--- config.mk ---
export PLATFORM = sky130hd
export DESIGN_NAME = sigmoid_pwl_pipe
export DESIGN_NICKNAME = d
export VERILOG_FILES = /design/src/rtl/sigmoid_pkg.sv /design/src/rtl/sigmoid_pwl_pipe_regp_en.sv /design/src/rtl/sigmoid_pwl_pipe.sv
export SDC_FILE = /design/constraint.sdc
export NUM_CORES = 1
export LEC_CHECK = 0
export CORE_MARGIN = 3
export CORE_UTILIZATION = 28
export CTS_BUF_LIST = sky130_fd_sc_hd__clkbuf_16
export CTS_CLUSTER_DIAMETER = 40
export DETAILED_ROUTE_END_ITERATION = 10
export HOLD_SLACK_MARGIN = 0.02
export PLACE_DENSITY = 0.57
export SYNTH_ARGS = -nofsm -noshare
export SYNTH_HDL_FRONTEND = slang
export SYNTH_HIERARCHICAL = 1
export SYNTH_SLANG_ARGS = --single-unit
--- constraint.sdc ---
create_clock -name clk -period 2.1 [get_ports clk]
set_input_delay 0.42 -clock clk [delete_from_list [all_inputs] [get_ports clk]]
set_output_delay 0.42 -clock clk [all_outputs]
set_load 0.01 [all_outputs]
--- src/rtl/sigmoid_pkg.sv ---
// sigmoid_pkg
//   Shared definitions for the piecewise-linear sigmoid pipeline:
//   mode encoding, segment codes, breakpoint and offset helpers and the
//   sign-extended absolute value helper.
//   Breakpoints are returned scaled by 2^(IN_FRAC+3). The extra factor of 8
//   keeps 2.375 exact even when IN_FRAC < 3. The magnitude being compared
//   is shifted left by 3 to match.
package sigmoid_pkg;

    typedef enum logic {
        MODE_HARD = 1'b0,
        MODE_PLAN = 1'b1
    } mode_e;

    // Segment code computed in S1 and used by the evaluator in S2.
    typedef enum logic [1:0] {
        SEG_LIN  = 2'd0,   // a < 1.0
        SEG_MID  = 2'd1,   // 1.0   <= a < 2.375
        SEG_TAIL = 2'd2,   // 2.375 <= a < 5.0
        SEG_SAT  = 2'd3    // a >= 5.0
    } seg_e;

    // Transistors per bit of a regp_en bank: FD2 flop plus hold mux.
    localparam int unsigned REGP_BIT_TRANS = 36;

    // Breakpoints, scaled by 2^(in_frac+3).
    function automatic logic [31:0] t1_x8(input int in_frac);
        return 32'd8 << in_frac;              // 1.0
    endfunction

    function automatic logic [31:0] t2_x8(input int in_frac);
        return 32'd19 << in_frac;             // 2.375 = 19/8
    endfunction

    function automatic logic [31:0] t3_x8(input int in_frac);
        return 32'd40 << in_frac;             // 5.0
    endfunction

    function automatic logic [31:0] thard_x8(input int in_frac);
        return 32'd16 << in_frac;             // 2.0
    endfunction

    // Offsets in Q.f, where f = OUT_W-1 fraction bits.
    function automatic logic [31:0] off_half(input int f);
        return 32'd1 << (f - 1);              // 0.5
    endfunction

    function automatic logic [31:0] off_5_8(input int f);
        return 32'd5 << (f - 3);              // 0.625
    endfunction

    function automatic logic [31:0] off_27_32(input int f);
        return 32'd27 << (f - 5);             // 0.84375
    endfunction

    // |v| for a sign-extended 32-bit value. The most negative input of any
    // legal IN_W comes out exact.
    function automatic logic [31:0] abs_ext(input logic [31:0] v);
        return v[31] ? (~v + 32'd1) : v;
    endfunction

endpackage

--- src/rtl/sigmoid_pwl_pipe_regp_en.sv ---
// regp_en
//   BW-bit FD2 register bank with hold enable and synchronous active-low
//   reset. Each pipeline stage of sigmoid_pwl_pipe uses one of these.
//   Ports:
//     clk    : clock, rising edge
//     rst_n  : synchronous active-low reset, clears q
//     en     : 1 = load d, 0 = hold
//     d, q   : data in/out, BW bits
//     number : transistor count of this bank (constant)
module regp_en
    import sigmoid_pkg::*;
#(
    parameter int BW = 8
) (
    input  logic          clk,
    input  logic          rst_n,
    input  logic          en,
    input  logic [BW-1:0] d,
    output logic [BW-1:0] q,
    output logic [50:0]   number
);

    always_ff @(posedge clk) begin
        if (!rst_n) begin
            q <= '0;
        end else if (en) begin
            q <= d;
        end
    end

    assign number = 51'(BW) * 51'(REGP_BIT_TRANS);

endmodule

--- src/rtl/sigmoid_pwl_pipe.sv ---
// sigmoid_pwl_pipe
//   Three-stage pipelined sigmoid approximator with two modes:
//     HARD : y = 0.5 + x/4, clamped to [0,1]
//     PLAN : 4-segment shift-add curve, mirrored for negative x
//   Ports:
//     clk, rst_n     : clock, synchronous active-low reset
//     i_in_valid     : input sample valid
//     o_in_ready     : sample accepted this cycle when high with i_in_valid
//     i_x            : signed input, IN_FRAC fraction bits
//     i_mode         : 0 = HARD, 1 = PLAN, travels with i_x
//     o_y            : result, unsigned Q1.(OUT_W-1)
//     o_out_valid    : o_y valid
//     i_out_ready    : downstream accepts o_y
//     number         : transistor count of all register banks (constant)
module sigmoid_pwl_pipe
    import sigmoid_pkg::*;
#(
    parameter int IN_W    = 8,
    parameter int IN_FRAC = 5,
    parameter int OUT_W   = 16
) (
    input  logic             clk,
    input  logic             rst_n,
    input  logic             i_in_valid,
    output logic             o_in_ready,
    input  logic [IN_W-1:0]  i_x,
    input  logic             i_mode,
    output logic [OUT_W-1:0] o_y,
    output logic             o_out_valid,
    input  logic             i_out_ready,
    output logic [50:0]      number
);

    localparam int F  = OUT_W - 1;          // output fraction bits
    localparam int AW = OUT_W + 2;          // internal arithmetic width

    // Stage register widths:
    //   S1: v, mode, neg, hsat, seg[1:0], x, a
    //   S2: v, mode, neg, base
    //   S3: v, y
    localparam int W1 = 2 * IN_W + 7;
    localparam int W2 = OUT_W + 3;
    localparam int W3 = OUT_W + 1;

    // Breakpoints in the x8 scaled domain. A breakpoint above the largest
    // positive input code can never be reached. This also rules out the
    // lone magnitude 2^(IN_W-1), which only the most negative input has.
    localparam logic [31:0] MAXPOS_X8 = ((32'd1 << (IN_W - 1)) - 32'd1) << 3;
    localparam logic [31:0] T1_X8     = t1_x8(IN_FRAC);
    localparam logic [31:0] T2_X8     = t2_x8(IN_FRAC);
    localparam logic [31:0] T3_X8     = t3_x8(IN_FRAC);
    localparam logic [31:0] TH_X8     = thard_x8(IN_FRAC);
    localparam logic        REACH_T1  = (T1_X8 <= MAXPOS_X8);
    localparam logic        REACH_T2  = (T2_X8 <= MAXPOS_X8);
    localparam logic        REACH_T3  = (T3_X8 <= MAXPOS_X8);
    localparam logic        REACH_TH  = (TH_X8 <= MAXPOS_X8);

    localparam logic [AW-1:0] ONE  = AW'(1) << F;
    localparam logic [AW-1:0] OFF0 = AW'(off_half(F));
    localparam logic [AW-1:0] OFF1 = AW'(off_5_8(F));
    localparam logic [AW-1:0] OFF2 = AW'(off_27_32(F));

    // Slopes 1/4, 1/8 and 1/32 as left shifts from IN_FRAC to F fraction bits.
    localparam int SH0 = F - IN_FRAC - 2;
    localparam int SH1 = F - IN_FRAC - 3;
    localparam int SH2 = F - IN_FRAC - 5;

    // ------------------------------------------------------------------
    // Handshake. A sample moves on a clock edge when valid & ready. When
    // the output holds valid data and downstream is not ready, the whole
    // pipeline stalls: every stage holds and o_in_ready drops. Otherwise
    // all stages advance together. Empty (v=0) stages advance as bubbles.
    // ------------------------------------------------------------------
    logic stall;
    logic en;
    logic accept;

    assign stall      = o_out_valid & ~i_out_ready;
    assign en         = ~stall;
    assign o_in_ready = ~stall & rst_n;
    assign accept     = i_in_valid & o_in_ready;

    // ------------------------------------------------------------------
    // S1: magnitude, sign and segment classification
    // ------------------------------------------------------------------
    logic [31:0] x_sext;
    logic [31:0] a_full;
    logic [31:0] a_x8;
    seg_e        seg_d;
    logic        hsat_d;
    logic [W1-1:0] s1_d;
    logic [W1-1:0] s1_q;

    assign x_sext = 32'($signed(i_x));
    assign a_full = abs_ext(x_sext);
    assign a_x8   = a_full << 3;

    always_comb begin
        seg_d = SEG_LIN;
        if (REACH_T3 && (a_x8 >= T3_X8)) begin
            seg_d = SEG_SAT;
        end else if (REACH_T2 && (a_x8 >= T2_X8)) begin
            seg_d = SEG_TAIL;
        end else if (REACH_T1 && (a_x8 >= T1_X8)) begin
            seg_d = SEG_MID;
        end
    end

    // HARD saturates for |x| >= 2. The saturated case is handled by this
    // flag, so the linear HARD term only sees |x| < 2 and always fits AW bits.
    assign hsat_d = REACH_TH && (a_x8 >= TH_X8);

    assign s1_d = {accept, i_mode, i_x[IN_W-1], hsat_d, seg_d, i_x,
                   (IN_W + 1)'(a_full)};

    logic [50:0] num1;
    regp_en #(.BW(W1)) u_s1 (
        .clk    (clk),
        .rst_n  (rst_n),
        .en     (en),
        .d      (s1_d),
        .q      (s1_q),
        .number (num1)
    );

    logic            s1_v;
    logic            s1_mode;
    logic            s1_neg;
    logic            s1_hsat;
    logic [1:0]      s1_seg;
    logic [IN_W-1:0] s1_x;
    logic [IN_W:0]   s1_a;

    assign {s1_v, s1_mode, s1_neg, s1_hsat, s1_seg, s1_x, s1_a} = s1_q;

    // ------------------------------------------------------------------
    // S2: base value (segment evaluator)
    // ------------------------------------------------------------------
    logic signed [AW-1:0] x_w;
    logic signed [AW-1:0] h;
    logic [AW-1:0]        a_w;
    logic [AW-1:0]        plan_b;
    logic [AW-1:0]        hard_b;
    logic [AW-1:0]        base_d;
    logic [W2-1:0]        s2_d;
    logic [W2-1:0]        s2_q;

    assign x_w = AW'($signed(s1_x));
    assign a_w = AW'(s1_a);
    assign h   = $signed(OFF0) + (x_w <<< SH0);

    always_comb begin
        plan_b = OFF0 + (a_w << SH0);
        case (s1_seg)
            SEG_SAT:  plan_b = ONE;
            SEG_TAIL: plan_b = OFF2 + (a_w << SH2);
            SEG_MID:  plan_b = OFF1 + (a_w << SH1);
            default:  plan_b = OFF0 + (a_w << SH0);
        endcase
    end

    always_comb begin
        hard_b = h;
        if (s1_hsat) begin
            hard_b = s1_neg ? '0 : ONE;
        end else if (h[AW-1]) begin
            hard_b = '0;
        end else if (h > $signed(ONE)) begin
            hard_b = ONE;
        end
    end

    assign base_d = (s1_mode == MODE_PLAN) ? plan_b : hard_b;
    assign s2_d   = {s1_v, s1_mode, s1_neg, OUT_W'(base_d)};

    logic [50:0] num2;
    regp_en #(.BW(W2)) u_s2 (
        .clk    (clk),
        .rst_n  (rst_n),
        .en     (en),
        .d      (s2_d),
        .q      (s2_q),
        .number (num2)
    );

    logic             s2_v;
    logic             s2_mode;
    logic             s2_neg;
    logic [OUT_W-1:0] s2_base;

    assign {s2_v, s2_mode, s2_neg, s2_base} = s2_q;

    // ------------------------------------------------------------------
    // S3: mirror negative PLAN inputs around 0.5, then drive the outputs
    // ------------------------------------------------------------------
    logic [AW-1:0] y_w;
    logic [W3-1:0] s3_d;
    logic [W3-1:0] s3_q;

    assign y_w  = ((s2_mode == MODE_PLAN) && s2_neg) ? (ONE - AW'(s2_base))
                                                     : AW'(s2_base);
    assign s3_d = {s2_v, OUT_W'(y_w)};

    logic [50:0] num3;
    regp_en #(.BW(W3)) u_s3 (
        .clk    (clk),
        .rst_n  (rst_n),
        .en     (en),
        .d      (s3_d),
        .q      (s3_q),
        .number (num3)
    );

    assign {o_out_valid, o_y} = s3_q;

    assign number = num1 + num2 + num3;

endmodule

Figure 1. Clock network drawn from the DEF (run 1).
Scale bar: 50 µm.
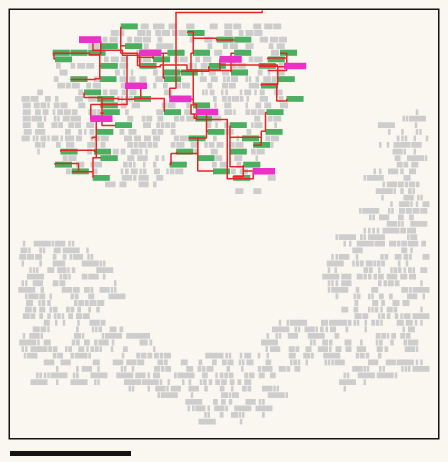
- clock wires: red (length 816 µm)
- flip-flops: green (count 59)
- clock-net drivers: magenta (count 9)
- routed clock nets: 10
Clock group: 1.20 mW
Late-Pin Clk Latency: 0.33 ns
Clk pwr share: 0.216
skew final: 0.005245 ns

Figure 2. Clock wiring as the flow saved it (run 1).
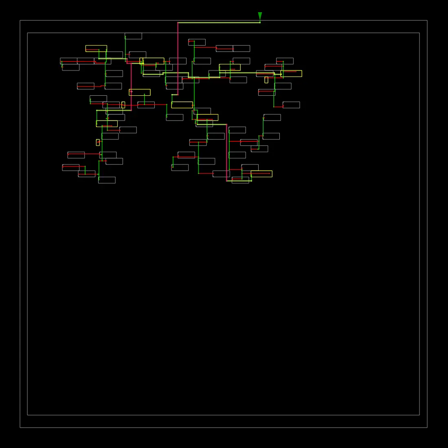
CTS Sinks: 59
CTS Buf Count: 9
final sequential cell count: 59
# clk buffers: 9

==> results.py, run 1 <==
# Synthesis and PnR figures
metrics = {
    "status": {
        "status": "complete, no violations",
    },
    "drt": {
        "route.antenna.remaining_nets": 0,
        "wl_met1_mm": 7.799,
        "wl_met2_mm": 6.915,
        "maxUsedRoutingLayer": "met4",
        "viasPerCell": 4.359,
        "wirelength_mm": 15.56,
        "drtIter0Drc": 285,
        "drc": 0,
        "drt-pass1-iter-count": 6,
        "wl_met3_um": 678,
    },
    "die": {
        "dieArea_um2": 31250,
        "tap_cells": 378,
        "fp_util": 0.2892,
        "num_rows": 61,
        "chipWidth_um": 176.8,
        "die_h_um": 176.8,
        "io_pins": 82,
        "core-area_um2": 28240,
    },
    "pwr": {
        "power_mw": 5.578,
        "ir_drop_v": 0.0003774,
        "p_int_mw": 3.166,
        "p_seq_frac": 0.225,
        "switchingPower_mw": 2.412,
        "power_density_nw_per_um2": 649.7,
        "power_leader": "combinational cells",
        "p_leak_nw": 4.289,
        "p_comb_mw": 3.12,
        "switching_share": 0.4324,
        "power_frac_comb": 0.559,
        "seq-power_mw": 1.26,
    },
    "synth": {
        "muxShareOfSynthArea": 0.08120,
        "flop_cell": "dfxtp_1",
        "ys_top_logic_family": "adder cells",
        "edf_count": 0,
        "ys_seq_frac": 0.1446,
        "ys_cells": 948,
        "synthesis.area_um2": 8167,
        "top_cell": "buf_4",
        "common_cells": "buf_4, nor2b_1, mux2i_1",
        "yosysChipArea_um2": 8167,
        "synthAoiAreaFrac": 0.1604,
        "async_flop_share": 0,
        "ys_top_cells_by_area": "dfxtp_1, buf_4, fa_1",
        "synth_xor_xnor_area_share": 0.07615,
        "adder_share": 0.2108,
        "yosys.area_share.simple": 0.1434,
        "ys.flops": 59,
        "syn_avg_cell_area_um2": 8.615,
        "ys_warn_count": 6,
        "yosysTopAreaCell": "dfxtp_1",
        "ys_types": 65,
        "top_cell_area_share": 0.1446,
        "syn_inst": 948,
    },
    "final_layout": {
        "top_register": "u_s1/q",
        "postLayoutCoreUtil": 0.3040,
        "final_cell_mix": "conb_1, nor2b_1, mux2i_1",
        "fin_area_um2": 8586,
        "fin_nets": 1096,
        "drive_gt1_frac": 0.05521,
        "largestRegisters": "u_s1/q: 23 flops, u_s2/q: 19 flops, u_s3/q: 17 flops",
        "buffers_excl_clock": 53,
        "lay_top_count": "conb_1",
        "comb-cell-share": 0.7115,
        "combGateArea_um2": 6108,
        "fillers": 3092,
        "seq_share": 0.1376,
        "largest_class": "multi-input combinational cells",
        "diodes": 0,
        "area_growth_pct": 5.132,
        "final-nonclk-buf-share": 0.05654,
        "largest_reg_flops": 23,
        "fin_cells": 1356,
        "regArea_um2": 1181,
        "num-multi-input-gates": 827,
        "clockNetworkAreaShare": 0.02798,
        "num-nonclk-inverters": 26,
    },
    "clock_tree": {
        "cts_tree": "yes",
        "htree_levels": 3,
        "cts-resized-gates": 0,
        "path_clk_slew_ns": 0.04,
        "postCtsHoldBufs": 0,
        "post_cts_buffers": 0,
        "cts_root_buf": "clkbuf_16",
        "cts_buffer_depth": 2,
    },
    "setup_path": {
        "reg2regPathDepth": 8,
        "worst-path-buf-inv": 2,
        "rrSetupSlack_ns": 0.25,
        "crit_path_end": "o_in_ready",
        "critical-path-slowest-cell": "clkdlybuf4s50_1",
        "cp.required_ns": 1.68,
        "path_delay_family": "buffers and inverters",
        "r2r-start": "u_s2/q[4]",
        "slowest_delay_ns": 0.53,
        "worstSetupPathDepth": 4,
        "crit_type": "primary input to output pin",
        "cp-end-kind": "output pin",
        "critical_path.cell_chain": "clkdlybuf4s50_1, nand2b_4, and2_1, clkdlybuf4s50_1",
        "crit_top_cell": "clkdlybuf4s50_1",
        "critPathArrivalTime_ns": 1.64,
        "path_max_fanout": 2,
        "startpoint": "i_out_ready",
        "r2r_end": "u_s3/q[12]",
        "crit_path_start_kind": "primary input",
    },
    "place": {
        "place_congestion": 0.8345,
        "post_dp_cell_area_um2": 8329,
        "port_buffers": 30,
        "dp_hpwl_mm": 12.69,
        "dp_slack_ns": -0.1309,
        "dpl.cell_count": 1343,
    },
    "global_routing": {
        "grtUsageMet2": 0.1549,
        "met3_usage": 0.02231,
        "grt_pass1_wl_mm": 26.29,
        "grt_pass1_vias": 5557,
        "antenna_found_initial": 0,
        "use_met1": 0.1421,
        "grt-ovfl-total": 0,
        "top_usage_layer": "met2",
        "grt_max_degree": 61,
    },
    "worst_hold_path": {
        "holdPathEnd": "u_s2/q[18]",
        "hp-start": "u_s1/q[22]",
        "hp-class": "register to register",
        "min_path_cells": 2,
    },
    "sta": {
        "fin_crit_sh": 0.9793,
        "rsz0062_at_grt": "no",
        "worst_slew_pin_slew_ns": 0.5384,
        "finalSetupViolations": 0,
        "period_needed_ns": 2.056,
        "hold_viol": 0,
        "fmax_ghz": 0.4863,
        "layout_setup_ws_ns": 0.04354,
        "slew_violations": 0,
        "fin_tns_setup_ns": 0,
        "slew_headroom": 0.6406,
        "fin_hold_ws_ns": 0.5135,
    },
    "flow_run": {
        "warnings": 29,
        "drv_cap": 0,
    },
}
Figure 3. Cells colored by class (run 1).
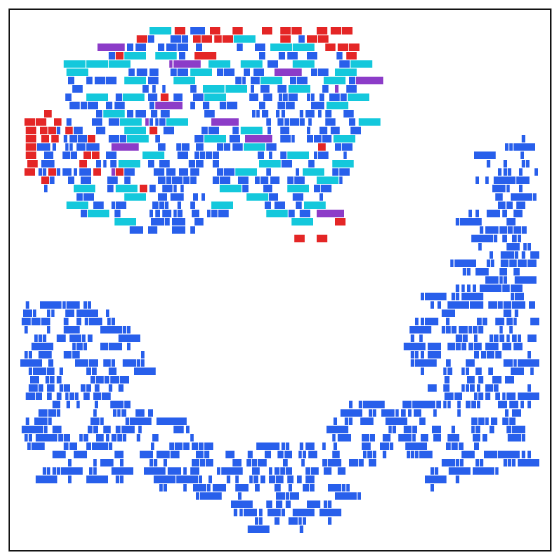
- remaining logic cells: blue (cells 853; share of their area 76%)
- clock drivers and dummy loads: purple (cells 13; share of their area 3.0%)
- remaining buffers and delay cells: red (cells 53; share of their area 6.0%)
- sequential cells: cyan (cells 59; share of their area 15%)

Figure 4. Wiring by layer (run 1).
Scale bar: 50 µm. Only two layers are drawn.
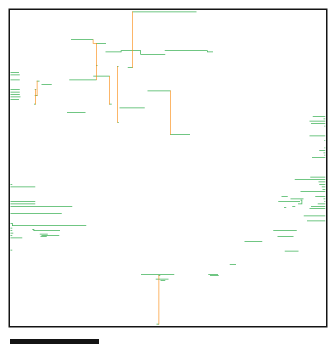
- M3: green (wire length 679 µm)
- M4: orange (wire length 171 µm)
via count: 5911
gr usage total: 0.09985
WL per Instance: 11.48 µm

Figure 5. Floorplan with the power grid (run 1).
Scale bar: 50 µm. Pins as bars on the die edge. Tap cells in gray.
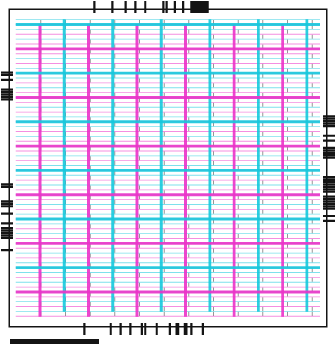

==> run 1 -> run 2 <==
--- a/config.mk
+++ b/config.mk
@@ -11,8 +11,8 @@
 export CTS_CLUSTER_DIAMETER = 40
 export DETAILED_ROUTE_END_ITERATION = 10
 export HOLD_SLACK_MARGIN = 0.02
-export PLACE_DENSITY = 0.57
+export PLACE_DENSITY = 0.64
 export SYNTH_ARGS = -nofsm -noshare
 export SYNTH_HDL_FRONTEND = slang
-export SYNTH_HIERARCHICAL = 1
 export SYNTH_SLANG_ARGS = --single-unit
+export TNS_END_PERCENT = 1
Figure 6. Floorplan with the power grid (run 2).
Scale bar: 20 µm. Pins as bars on the die edge. Tap cells in gray.
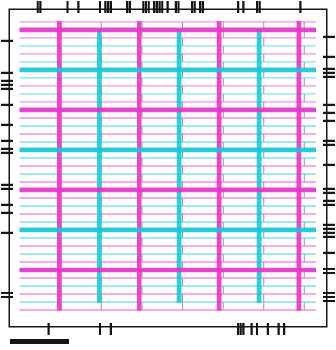
- VSS: magenta
- VDD: cyan
- met4 straps: 7
- rows: 36
- tap cells: 133
Max VDD drop: 0.0004377 V
Die Ht: 107.4 µm

==> run 2 against run 1 <==
Against the previous run: final cell count is 61% lower; sequential share of layout area is 15 points higher; worst hold slack worse by 0.059 ns; non-clock buffer count is 8 lower; critical path depth is 3 higher.
==> results.py, run 2 <==
# Synthesis and PnR figures
metrics = {
    "synth": {
        "ys_seq_frac": 0.3268,
        "ys_types": 48,
        "ys.flops": 47,
        "yosys.area_share.simple": 0.1856,
        "ys_cells": 369,
        "yosysChipArea_um2": 2879,
        "edf_count": 0,
        "syn_inst": 369,
        "ys_warn_count": 0,
        "common_cells": "buf_4, dfxtp_1, nand2_1",
        "top_cell": "buf_4",
        "synth_xor_xnor_area_share": 0.04259,
        "yosysTopAreaCell": "dfxtp_1",
        "synthAoiAreaFrac": 0.2086,
        "ys_top_cells_by_area": "dfxtp_1, buf_4, a21oi_1",
        "ys_top_logic_family": "AND-OR/OR-AND gates",
        "synthesis.area_um2": 2879,
    },
    "worst_hold_path": {
        "hp-start": "u_s1.q[22]",
    },
    "pwr": {
        "power_frac_comb": 0.161,
        "switching_share": 0.2578,
        "power_leader": "registers",
        "p_comb_mw": 0.360,
        "pwr-share-clk": 0.388,
        "p_leak_nw": 1.331,
        "power_mw": 2.232,
        "p_int_mw": 1.656,
        "seq-power_mw": 1.01,
    },
    "final_layout": {
        "fin_nets": 419,
        "largestRegisters": "u_s1.q: 21 flops, u_s2.q: 14 flops, u_s3.q: 12 flops",
        "num-nonclk-inverters": 13,
        "postLayoutCoreUtil": 0.3350,
        "largest_reg_flops": 21,
        "drive_gt1_frac": 0.08250,
        "num-multi-input-gates": 287,
        "seq_share": 0.2847,
        "flop-count": 47,
        "fin_cells": 533,
        "combGateArea_um2": 1585,
        "comb-cell-share": 0.4797,
        "regArea_um2": 940.9,
        "nClkBuffers": 5,
        "area_growth_pct": 14.78,
        "fin_area_um2": 3304,
        "clockNetworkAreaShare": 0.04960,
    },
    "place": {
        "dpl.cell_count": 525,
        "place_congestion": 0.8889,
        "port_buffers": 25,
        "dp_hpwl_mm": 4.701,
    },
    "clock_tree": {
        "cts_tree": "yes",
        "postCtsHoldBufs": 0,
        "cts_root_buf": "clkbuf_16",
        "post_cts_buffers": 0,
        "path_clk_slew_ns": 0.06,
        "clk_latency_ns": 0.28,
        "cts_buffer_depth": 2,
        "cts_sinks": 47,
        "cts-resized-gates": 1,
        "htree_levels": 2,
    },
    "drt": {
        "drtIter0Drc": 161,
        "wl_met3_um": 374,
        "wl_met1_mm": 2.827,
        "wl_met2_mm": 2.862,
        "drc": 0,
        "wl_per_cell_um": 11.45,
        "viasPerCell": 4.467,
    },
    "global_routing": {
        "top_usage_layer": "met2",
        "grt_pass1_wl_mm": 9.942,
        "antenna_found_initial": 0,
        "grt_max_degree": 36,
        "grt_pass1_vias": 2045,
        "use_met1": 0.1430,
    },
    "status": {
        "status": "complete, no violations",
    },
    "setup_path": {
        "path_delay_family": "buffers and inverters",
        "r2r_end": "u_s2.q[13]",
        "slowest_delay_ns": 0.54,
        "cp-end-kind": "register",
        "critical-path-slowest-cell": "clkdlybuf4s50_1",
        "path_max_fanout": 6,
        "r2r-start": "u_s1.q[6]",
        "cp.required_ns": 2.30,
        "rrSetupSlack_ns": 0.38,
        "startpoint": "i_x[0]",
    },
    "die": {
        "core-area_um2": 9864,
        "chipWidth_um": 107.4,
        "io_pins": 82,
        "fp_util": 0.2919,
        "tap_cells": 133,
        "dieArea_um2": 11530,
    },
    "flow_run": {
        "warnings": 29,
    },
    "sta": {
        "fmax_ghz": 0.5220,
        "finalSetupViolations": 0,
        "worst_slew_pin_slew_ns": 0.5013,
        "rsz0062_at_grt": "no",
        "hold_viol": 0,
        "slew_violations": 0,
        "layout_setup_ws_ns": 0.1844,
        "finClkSkew_ns": 0.002948,
    },
}
Figure 7. Wiring by layer (run 2).
Scale bar: 20 µm. Only two layers are drawn.
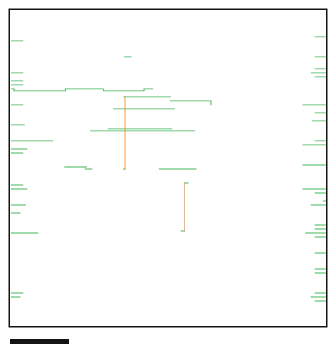
- M4: orange (wire length 40.8 µm)
- M3: green (wire length 374 µm)
WL final: 6.105 mm
gr usage total: 0.1046
via count: 2381

Figure 8. Clock network drawn from the DEF (run 2).
Scale bar: 20 µm.
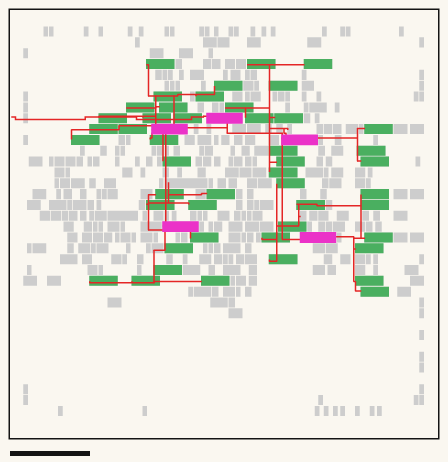

==> run 2 -> run 3 <==
--- a/config.mk
+++ b/config.mk
@@ -11,7 +11,8 @@
 export CTS_CLUSTER_DIAMETER = 40
 export DETAILED_ROUTE_END_ITERATION = 10
 export HOLD_SLACK_MARGIN = 0.02
-export PLACE_DENSITY = 0.64
+export PLACE_DENSITY = 0.62
+export SLEW_MARGIN = 40
 export SYNTH_ARGS = -nofsm -noshare
 export SYNTH_HDL_FRONTEND = slang
 export SYNTH_SLANG_ARGS = --single-unit
==> constraint.sdc (replaced) <==
create_clock -name clk -period 2.13 [get_ports clk]
set_input_delay 0.426 -clock clk [delete_from_list [all_inputs] [get_ports clk]]
set_output_delay 0.426 -clock clk [all_outputs]
set_load 0.01 [all_outputs]
Figure 9. Clock network drawn from the DEF (run 3).
Scale bar: 20 µm.
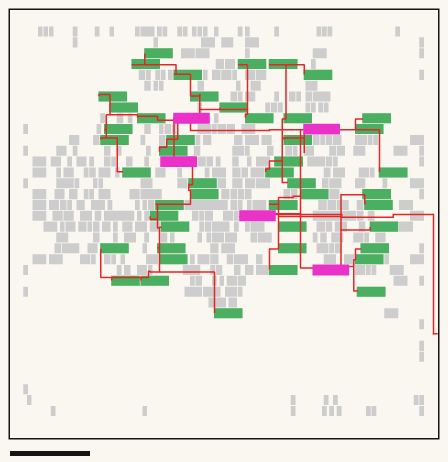
Clk pwr share: 0.427
Clock group: 1.00 mW

Figure 10. Clock wiring as the flow saved it (run 3).
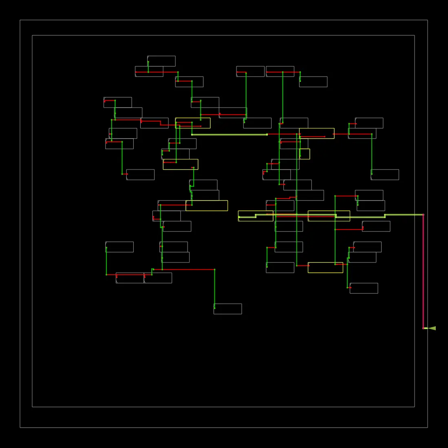
Late-Pin Clk Latency: 0.29 ns
final sequential cell count: 47
CTS Buf Count: 5
skew final: 0.005425 ns
CTS Sinks: 47

==> run 3 against run 2 <==
Against the previous run: setup slack improved by 0.038 ns; non-clock buffer count decreased by 1; power increased by 5.0%; utilization increased by 0.22 points; combinational power decreased by 2%; die area unchanged; clock skew increased by 0.0025 ns; critical path depth unchanged; highest routed layer unchanged; synthesized cell count unchanged; sequential cell count unchanged; design area increased by 0.64%; clock-buffer cell count unchanged.
==> results.py, run 3 <==
# Synthesis and PnR figures
metrics = {
    "synth": {
        "muxShareOfSynthArea": 0.01043,
        "common_cells": "buf_4, dfxtp_1, nand2_1",
        "syn_inst": 369,
        "yosysTopAreaCell": "dfxtp_1",
        "ys_top_logic_family": "AND-OR/OR-AND gates",
        "flop_cell": "dfxtp_1",
        "synthesis.area_um2": 2879,
        "ys_warn_count": 0,
        "ys_types": 48,
        "async_flop_share": 0,
        "ys.flops": 47,
        "yosysChipArea_um2": 2879,
        "adder_share": 0.03042,
        "edf_count": 0,
        "yosys.area_share.simple": 0.1856,
        "ys_seq_frac": 0.3268,
        "synthAoiAreaFrac": 0.2086,
        "ys_cells": 369,
        "ys_top_cells_by_area": "dfxtp_1, buf_4, a21oi_1",
        "syn_avg_cell_area_um2": 7.802,
        "synth_xor_xnor_area_share": 0.04259,
        "top_cell": "buf_4",
        "top_cell_area_share": 0.3268,
    },
    "setup_path": {
        "worstSetupPathDepth": 7,
        "crit_type": "primary input to register",
        "rrSetupSlack_ns": 0.45,
        "path_delay_family": "buffers and inverters",
        "r2r-start": "u_s1.q[6]",
        "slowest_delay_ns": 0.54,
        "startpoint": "i_x[1]",
        "crit_path_end": "u_s1.q[18]",
        "critical-path-slowest-cell": "clkdlybuf4s50_1",
        "path_max_fanout": 6,
        "cp-end-kind": "register",
        "critPathArrivalTime_ns": 2.11,
        "r2r_end": "u_s2.q[13]",
        "worst-path-buf-inv": 2,
        "cp.required_ns": 2.33,
        "reg2regPathDepth": 7,
        "critical_path.cell_chain": "clkdlybuf4s50_1, inv_1, ha_1, nor4_1, o31a_1, nor4_4, a211oi_1",
    },
    "pwr": {
        "seq-power_mw": 0.989,
        "p_leak_nw": 1.336,
        "p_int_mw": 1.757,
        "power_density_nw_per_um2": 704.5,
        "switchingPower_mw": 0.5859,
        "power_frac_comb": 0.151,
        "p_seq_frac": 0.422,
        "power_mw": 2.343,
        "ir_drop_v": 0.0003367,
        "p_comb_mw": 0.354,
        "switching_share": 0.2501,
        "power_leader": "clock",
    },
    "final_layout": {
        "diodes": 0,
        "largestRegisters": "u_s1.q: 21 flops, u_s2.q: 14 flops, u_s3.q: 12 flops",
        "lay_top_count": "conb_1",
        "num-nonclk-inverters": 13,
        "fin_cells": 532,
        "top_register": "u_s1.q",
        "fin_area_um2": 3326,
        "nClkBuffers": 5,
        "buffers_excl_clock": 44,
        "largest_class": "multi-input combinational cells",
        "area_growth_pct": 15.52,
        "combGateArea_um2": 1585,
        "regArea_um2": 940.9,
        "seq_share": 0.2829,
        "drive_gt1_frac": 0.08271,
        "fillers": 1055,
        "largest_reg_flops": 21,
        "postLayoutCoreUtil": 0.3371,
        "num-multi-input-gates": 287,
        "clockNetworkAreaShare": 0.05794,
        "comb-cell-share": 0.4767,
        "final-nonclk-buf-share": 0.1178,
    },
    "place": {
        "port_buffers": 25,
        "place_congestion": 0.8983,
        "dp_hpwl_mm": 4.626,
        "dp_slack_ns": -0.04676,
        "dpl.cell_count": 524,
        "post_dp_cell_area_um2": 3134,
    },
    "global_routing": {
        "grt_max_degree": 36,
        "grt_pass1_wl_mm": 9.853,
        "met3_usage": 0.02340,
        "grt_pass1_vias": 2160,
        "grt-ovfl-total": 0,
        "antenna_found_initial": 0,
        "grtUsageMet2": 0.1743,
        "use_met1": 0.1360,
        "track_usage": 0.1054,
    },
    "drt": {
        "viasPerCell": 4.464,
        "wl_per_cell_um": 11.41,
        "wl_met3_um": 335,
        "dr_total_vias": 2375,
        "wl_met1_mm": 2.808,
        "drt-pass1-iter-count": 4,
        "wl_met2_mm": 2.895,
        "route.antenna.remaining_nets": 0,
        "drc": 0,
        "wirelength_mm": 6.068,
        "drtIter0Drc": 99,
    },
    "clock_tree": {
        "cts_tree": "yes",
        "post_cts_buffers": 0,
        "path_clk_slew_ns": 0.07,
        "cts_buffer_depth": 2,
        "cts_root_buf": "clkbuf_16",
        "postCtsHoldBufs": 0,
        "htree_levels": 2,
        "cts-resized-gates": 1,
    },
    "flow_run": {
        "warnings": 29,
        "drv_cap": 0,
    },
    "sta": {
        "layout_setup_ws_ns": 0.2220,
        "fmax_ghz": 0.5241,
        "finalSetupViolations": 0,
        "slew_violations": 0,
        "hold_viol": 0,
        "fin_crit_sh": 0.8958,
        "fin_hold_ws_ns": 0.4535,
        "rsz0062_at_grt": "no",
    },
    "worst_hold_path": {
        "holdPathEnd": "u_s1.q[22]",
        "hp-start": "u_s1.q[22]",
        "min_path_cells": 2,
    },
    "die": {
        "fp_util": 0.2919,
        "core-area_um2": 9864,
        "chipWidth_um": 107.4,
        "tap_cells": 133,
        "io_pins": 82,
        "num_rows": 36,
        "die_h_um": 107.4,
    },
    "status": {
        "status": "complete, no violations",
    },
}
Power is estimated from default activity; no workload was simulated.
